Fig. 1: run 1, met1 routing
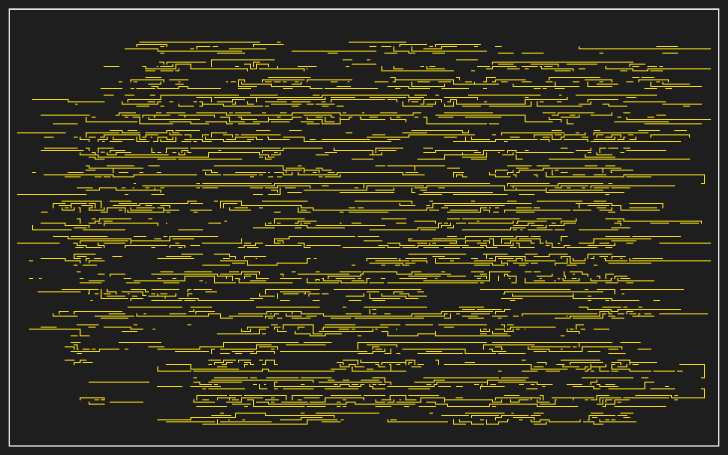
Fig. 2: run 1, signal metal coverage by tile
Bar = 20 um. The die is cut into 22 by 13 equal tiles; dark blue is low, red is high, scaled to the fullest tile. Values are wire area over tile area, all layers added.
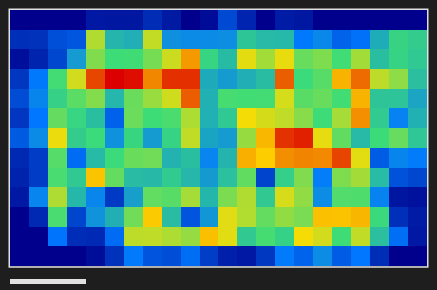
Fig. 3: run 1, the clock network
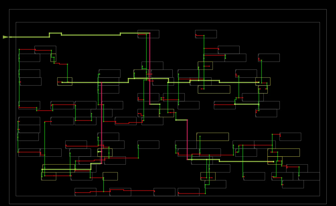
`config.mk`:
```
export PLATFORM = sky130hd
export DESIGN_NAME = display_arbiter
export DESIGN_NICKNAME = d
export VERILOG_FILES = /design/src/rtl/display_pkg.sv /design/src/rtl/bin2bcd99.sv /design/src/rtl/display_arbiter.sv
export SDC_FILE = /design/constraint.sdc
export NUM_CORES = 1
export LEC_CHECK = 0
export ABC_AREA = 1
export CORE_ASPECT_RATIO = 0.6
export CORE_MARGIN = 2
export CORE_UTILIZATION = 59
export CTS_BUF_LIST = sky130_fd_sc_hd__clkbuf_4 sky130_fd_sc_hd__clkbuf_8
export DETAILED_ROUTE_END_ITERATION = 8
export GPL_TIMING_DRIVEN = 0
export PLACE_DENSITY = 0.84
export SYNTH_ARGS = -nofsm -noshare
export SYNTH_HDL_FRONTEND = slang
export SYNTH_SLANG_ARGS = --single-unit
```
`constraint.sdc`:
```
create_clock -name clk -period 5.7 [get_ports clk]
set_input_delay 0.57 -clock clk [delete_from_list [all_inputs] [get_ports clk]]
set_output_delay 0.57 -clock clk [all_outputs]
set_load 0.1 [all_outputs]
```
`src/rtl/display_pkg.sv`:
```
// Shared types and helpers for the coffee-maker display arbiter: FSM states,
// source ids, the blank digit code and the fixed-priority encoder.
package display_pkg;

    typedef enum logic [1:0] {
        IDLE = 2'd0,
        HOLD = 2'd1,
        OPEN = 2'd2
    } state_e;

    localparam logic [3:0] BLANK    = 4'hF;
    localparam logic [1:0] SRC_ERR  = 2'd0;
    localparam logic [1:0] SRC_TMR  = 2'd1;
    localparam logic [1:0] SRC_STS  = 2'd2;
    localparam logic [1:0] SRC_NONE = 2'd3;

    // Lowest set index of req under mask wins; SRC_NONE when nothing qualifies.
    function automatic logic [1:0] pri_enc(input logic [2:0] req, input logic [2:0] mask);
        logic [2:0] m;
        m = req & mask;
        if (m[0]) begin
            pri_enc = SRC_ERR;
        end else if (m[1]) begin
            pri_enc = SRC_TMR;
        end else if (m[2]) begin
            pri_enc = SRC_STS;
        end else begin
            pri_enc = SRC_NONE;
        end
    endfunction

    function automatic logic [2:0] src_onehot(input logic [1:0] src);
        case (src)
            SRC_ERR: src_onehot = 3'b001;
            SRC_TMR: src_onehot = 3'b010;
            SRC_STS: src_onehot = 3'b100;
            default: src_onehot = 3'b000;
        endcase
    endfunction

endpackage

```
`src/rtl/bin2bcd99.sv`:
```
// Combinational binary to two-digit BCD; inputs above 99 saturate to 99.
module bin2bcd99 (
    input  logic [7:0] bin_i,
    output logic [3:0] tens_o,
    output logic [3:0] units_o
);

    logic [6:0] clamped_s;

    // Clamp, then split into decimal tens and units.
    always_comb begin
        clamped_s = (bin_i > 8'd99) ? 7'd99 : bin_i[6:0];
        tens_o    = 4'(clamped_s / 7'd10);
        units_o   = 4'(clamped_s % 7'd10);
    end

endmodule

```
`src/rtl/display_arbiter.sv`:
```
// Fixed-priority arbiter with minimum dwell and anti-starvation rotation that
// shares one 4-digit seven-segment display between error, timer and status.
module display_arbiter
    import display_pkg::*;
#(
    parameter int SCAN_BITS = 17,
    parameter int DWELL     = 50_000_000,
    parameter int DWELL_W   = 26
) (
    input  logic       clk,
    input  logic       rst,
    input  logic [2:0] req,
    input  logic [7:0] val0,
    input  logic [7:0] val1,
    input  logic [7:0] val2,
    output logic [2:0] gnt,
    output logic [3:0] digit,
    output logic [3:0] an
);

    localparam logic [DWELL_W-1:0] DWELL_LAST = DWELL_W'(DWELL - 1);

    state_e               state_q, state_d;
    logic [2:0]           gnt_q, gnt_d;
    logic [DWELL_W-1:0]   dwell_q, dwell_d;
    logic [SCAN_BITS-1:0] psc_q, psc_d;
    logic [1:0]           idx_q, idx_d;
    logic [3:0]           an_q, an_d;
    logic [3:0]           digit_q, digit_d;
    logic                 lblank_q, lblank_d;
    logic [7:0]           lval_q, lval_d;
    logic [1:0]           lsrc_q, lsrc_d;

    logic [1:0] cur_src_s, higher_s, remain_s, other_s;
    logic [2:0] higher_mask_s;
    logic       held_s, dwell_done_s, boundary_s;
    logic [3:0] tens_s, units_s;

    // Arbitration: preemption beats release, release beats rotation.
    always_comb begin
        state_d   = state_q;
        gnt_d     = gnt_q;
        dwell_d   = dwell_q;
        cur_src_s = pri_enc(gnt_q, 3'b111);
        case (cur_src_s)
            SRC_TMR: higher_mask_s = 3'b001;
            SRC_STS: higher_mask_s = 3'b011;
            default: higher_mask_s = 3'b000;
        endcase
        higher_s     = pri_enc(req, higher_mask_s);
        remain_s     = pri_enc(req, 3'b111);
        other_s      = pri_enc(req, ~gnt_q);
        held_s       = |(req & gnt_q);
        dwell_done_s = (state_q == OPEN) || (dwell_q == DWELL_LAST);
        case (state_q)
            IDLE: begin
                if (remain_s != SRC_NONE) begin
                    gnt_d   = src_onehot(remain_s);
                    state_d = HOLD;
                    dwell_d = '0;
                end else begin
                    gnt_d   = 3'b000;
                end
            end
            HOLD, OPEN: begin
                if (higher_s != SRC_NONE) begin
                    gnt_d   = src_onehot(higher_s);
                    state_d = HOLD;
                    dwell_d = '0;
                end else if (!held_s) begin
                    gnt_d   = src_onehot(remain_s);
                    state_d = (remain_s != SRC_NONE) ? HOLD : IDLE;
                    dwell_d = '0;
                end else if (dwell_done_s) begin
                    // Dwell expiry and rotation share an edge so a waiting
                    // source takes over exactly DWELL cycles after the grant.
                    if (other_s != SRC_NONE) begin
                        gnt_d   = src_onehot(other_s);
                        state_d = HOLD;
                        dwell_d = '0;
                    end else begin
                        state_d = OPEN;
                    end
                end else begin
                    dwell_d = dwell_q + DWELL_W'(1);
                end
            end
            default: begin
                state_d = IDLE;
                gnt_d   = 3'b000;
                dwell_d = '0;
            end
        endcase
    end

    // Scan prescaler, anode index, frame latch and registered digit mux.
    always_comb begin
        psc_d      = psc_q + SCAN_BITS'(1);
        idx_d      = (&psc_q) ? (idx_q + 2'd1) : idx_q;
        boundary_s = (&psc_q) && (idx_q == 2'd3);
        lblank_d   = lblank_q;
        lval_d     = lval_q;
        lsrc_d     = lsrc_q;
        if (boundary_s) begin
            lblank_d = (gnt_q == 3'b000);
            lsrc_d   = (cur_src_s == SRC_NONE) ? SRC_ERR : cur_src_s;
            case (gnt_q)
                3'b001:  lval_d = val0;
                3'b010:  lval_d = val1;
                3'b100:  lval_d = val2;
                default: lval_d = 8'd0;
            endcase
        end else begin
            lblank_d = lblank_q;
        end
        case (idx_d)
            2'd0:    an_d = 4'b1110;
            2'd1:    an_d = 4'b1101;
            2'd2:    an_d = 4'b1011;
            2'd3:    an_d = 4'b0111;
            default: an_d = 4'b1110;
        endcase
        if (lblank_d) begin
            digit_d = BLANK;
        end else begin
            case (idx_d)
                2'd0:    digit_d = units_s;
                2'd1:    digit_d = tens_s;
                2'd2:    digit_d = {2'b00, lsrc_d};
                default: digit_d = BLANK;
            endcase
        end
    end

    bin2bcd99 u_bcd (
        .bin_i   (lval_d),
        .tens_o  (tens_s),
        .units_o (units_s)
    );

    // State registers with synchronous reset.
    always_ff @(posedge clk) begin
        if (rst) begin
            state_q  <= IDLE;
            gnt_q    <= 3'b000;
            dwell_q  <= '0;
            psc_q    <= '0;
            idx_q    <= 2'd0;
            an_q     <= 4'b1110;
            digit_q  <= BLANK;
            lblank_q <= 1'b1;
            lval_q   <= 8'd0;
            lsrc_q   <= SRC_ERR;
        end else begin
            state_q  <= state_d;
            gnt_q    <= gnt_d;
            dwell_q  <= dwell_d;
            psc_q    <= psc_d;
            idx_q    <= idx_d;
            an_q     <= an_d;
            digit_q  <= digit_d;
            lblank_q <= lblank_d;
            lval_q   <= lval_d;
            lsrc_q   <= lsrc_d;
        end
    end

    assign gnt   = gnt_q;
    assign digit = digit_q;
    assign an    = an_q;

endmodule

```
==> impl_metrics.py, run 1 <==
# Flow results
metrics = {
    "outcome": {
        "outcome": "finished clean",
    },
    "final_layout": {
        "largest_reg_flops": 26,
        "largest_register": "dwell_q",
        "nonClkBufAreaFrac": 0.106,
        "biggestCellCategory": "logic gates",
        "finalNetCount": 664,
        "stdcell_area_um2": 4790,
        "n_antenna_cell": 0,
        "stdcell_count": 711,
        "fin_util": 0.767,
        "clkCellAreaFrac": 0.0567,
        "comb_share": 0.450,
        "logic_gate_count": 388,
        "n_all_buffers": 57,
        "syn2layout_area_growth_pct": 22.7,
        "seq_area_um2": 1380,
        "mostFrequentLayoutCells": "93 x nand2_1, 85 x inv_1, 67 x dfxtp_1",
        "logic_area_um2": 2150,
    },
    "worst_hold_path": {
        "hp-start": "psc_q[0]",
    },
    "clock_network": {
        "cts_tree": "built",
        "clk_path_buf_depth": 2,
        "hold_buffers": 0,
    },
    "place": {
        "pre_cts_slack_ns": 0.122,
        "placed_area_um2": 4390,
    },
    "synthesis": {
        "synth-xor-area-share": 0.00673,
        "top_area_cell": "dfxtp_1",
        "fp_nets": 605,
        "yosys.area_share.simple": 0.349,
        "yosys.cell_count.top_type": "nand2_1",
        "mux_area_frac": 0.00865,
        "synth.top_cell.area_share": 0.354,
        "ys_seq_frac": 0.354,
        "edf_count": 0,
        "topCellsByArea": "dfxtp_1 35%, nand2_1 9.4%, inv_1 8.3%, nor2_1 6.2%, a21oi_1 5.0%",
        "ys_top_logic_family": "simple AND/OR/NAND/NOR gates",
        "common_cells": "98 x nand2_1, 86 x inv_1, 69 x dfxtp_1",
    },
    "pwr": {
        "p_comb_frac": 0.199,
        "power_density_nw_per_um2": 270,
        "maxPowerGroup": "the clock network",
        "vdd_drop_max_mv": 0.306,
        "power_mw": 1.29,
    },
    "die": {
        "core-area_um2": 6250,
        "initCoreUtil": 0.625,
        "row_count": 22,
    },
    "critical_path": {
        "crit_path_end": "digit[1]",
        "cp_slowest_cell": "dfxtp_2",
        "crit_buf_inv": 9,
        "slowest_delay_ns": 0.35,
        "r2r_slack_ns": 0.33,
    },
    "grt": {
        "grt_use_met3": 0.0959,
        "grt_pass1_vias": 3492,
        "use_met2": 0.429,
        "grt_pass1_wl_um": 16100,
        "use_met1": 0.405,
    },
    "route": {
        "num_vias": 3942,
        "drc_errors": 0,
        "met3WireLength_um": 928,
    },
    "final_timing": {
        "period_used_share": 0.941,
        "hold_viol": 0,
        "tns_ns": 0,
        "relSlewSlack": 0.330,
    },
}
About Fig. 1:
The layer holds 48% of the routed length. The layer carries 4,890 um of wire. The longest straight run is 33.1 um.

About Fig. 2:
The mean over all tiles is 0.23. 39% of the tiles are over half the peak. 7.3% of the tiles are nearly empty. The emptiest ninth of the die: bottom left. The fullest tile reaches 0.56.
All-Layer GR Usage: 0.291
Wirelength per Cell: 14.4 um
drt total wl: 10,200 um

About Fig. 3:
CTS Buf Count: 9
clock sink total: 69
Latency at later pin: 0.36 ns
Seq Cell Count: 69
clock buf count: 10

## Run 2: what changed since run 1
Settings changed: SKIP_LAST_GASP set to 1.
Fig. 4: run 2, the clock network
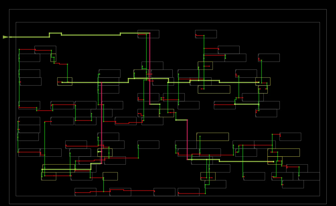
Setup Skew: 0.0115 ns
clk pwr: 0.537 mW

==> impl_metrics.py, run 2 <==
# Flow results
metrics = {
    "synthesis": {
        "common_cells": "98 x nand2_1, 86 x inv_1, 69 x dfxtp_1",
        "ys_top_logic_family": "simple AND/OR/NAND/NOR gates",
        "top_area_cell": "dfxtp_1",
        "synth-xor-area-share": 0.00673,
        "mux_area_frac": 0.00865,
        "yosys.cell_count.top_type": "nand2_1",
        "topCellsByArea": "dfxtp_1 35%, nand2_1 9.4%, inv_1 8.3%, nor2_1 6.2%, a21oi_1 5.0%",
        "yosys.area_share.simple": 0.349,
    },
    "pwr": {
        "vdd_drop_max_mv": 0.306,
        "power_mw": 1.29,
    },
    "final_layout": {
        "mostFrequentLayoutCells": "93 x nand2_1, 85 x inv_1, 67 x dfxtp_1",
        "n_antenna_cell": 0,
        "largest_reg_flops": 26,
        "logic_area_um2": 2150,
        "n_all_buffers": 57,
        "nonClkBufAreaFrac": 0.106,
        "clkCellAreaFrac": 0.0567,
        "comb_share": 0.450,
        "stdcell_area_um2": 4790,
        "stdcell_count": 711,
    },
    "clock_network": {
        "cts_made_buffers": 9,
        "clock_sinks": 69,
        "insertion_delay_ns": 0.36,
    },
    "route": {
        "wl_per_cell_um": 14.4,
        "num_vias": 3942,
        "met3WireLength_um": 928,
    },
    "critical_path": {
        "crit_path_end": "digit[1]",
        "crit_buf_inv": 9,
    },
    "outcome": {
        "outcome": "finished clean",
    },
    "die": {
        "row_count": 22,
        "core-area_um2": 6250,
        "initCoreUtil": 0.625,
    },
    "grt": {
        "grt_usage": 0.291,
        "use_met2": 0.429,
        "use_met1": 0.405,
    },
    "final_timing": {
        "period_used_share": 0.941,
    },
}
Power figures rest on the tool's default switching activity, not on a simulated workload.
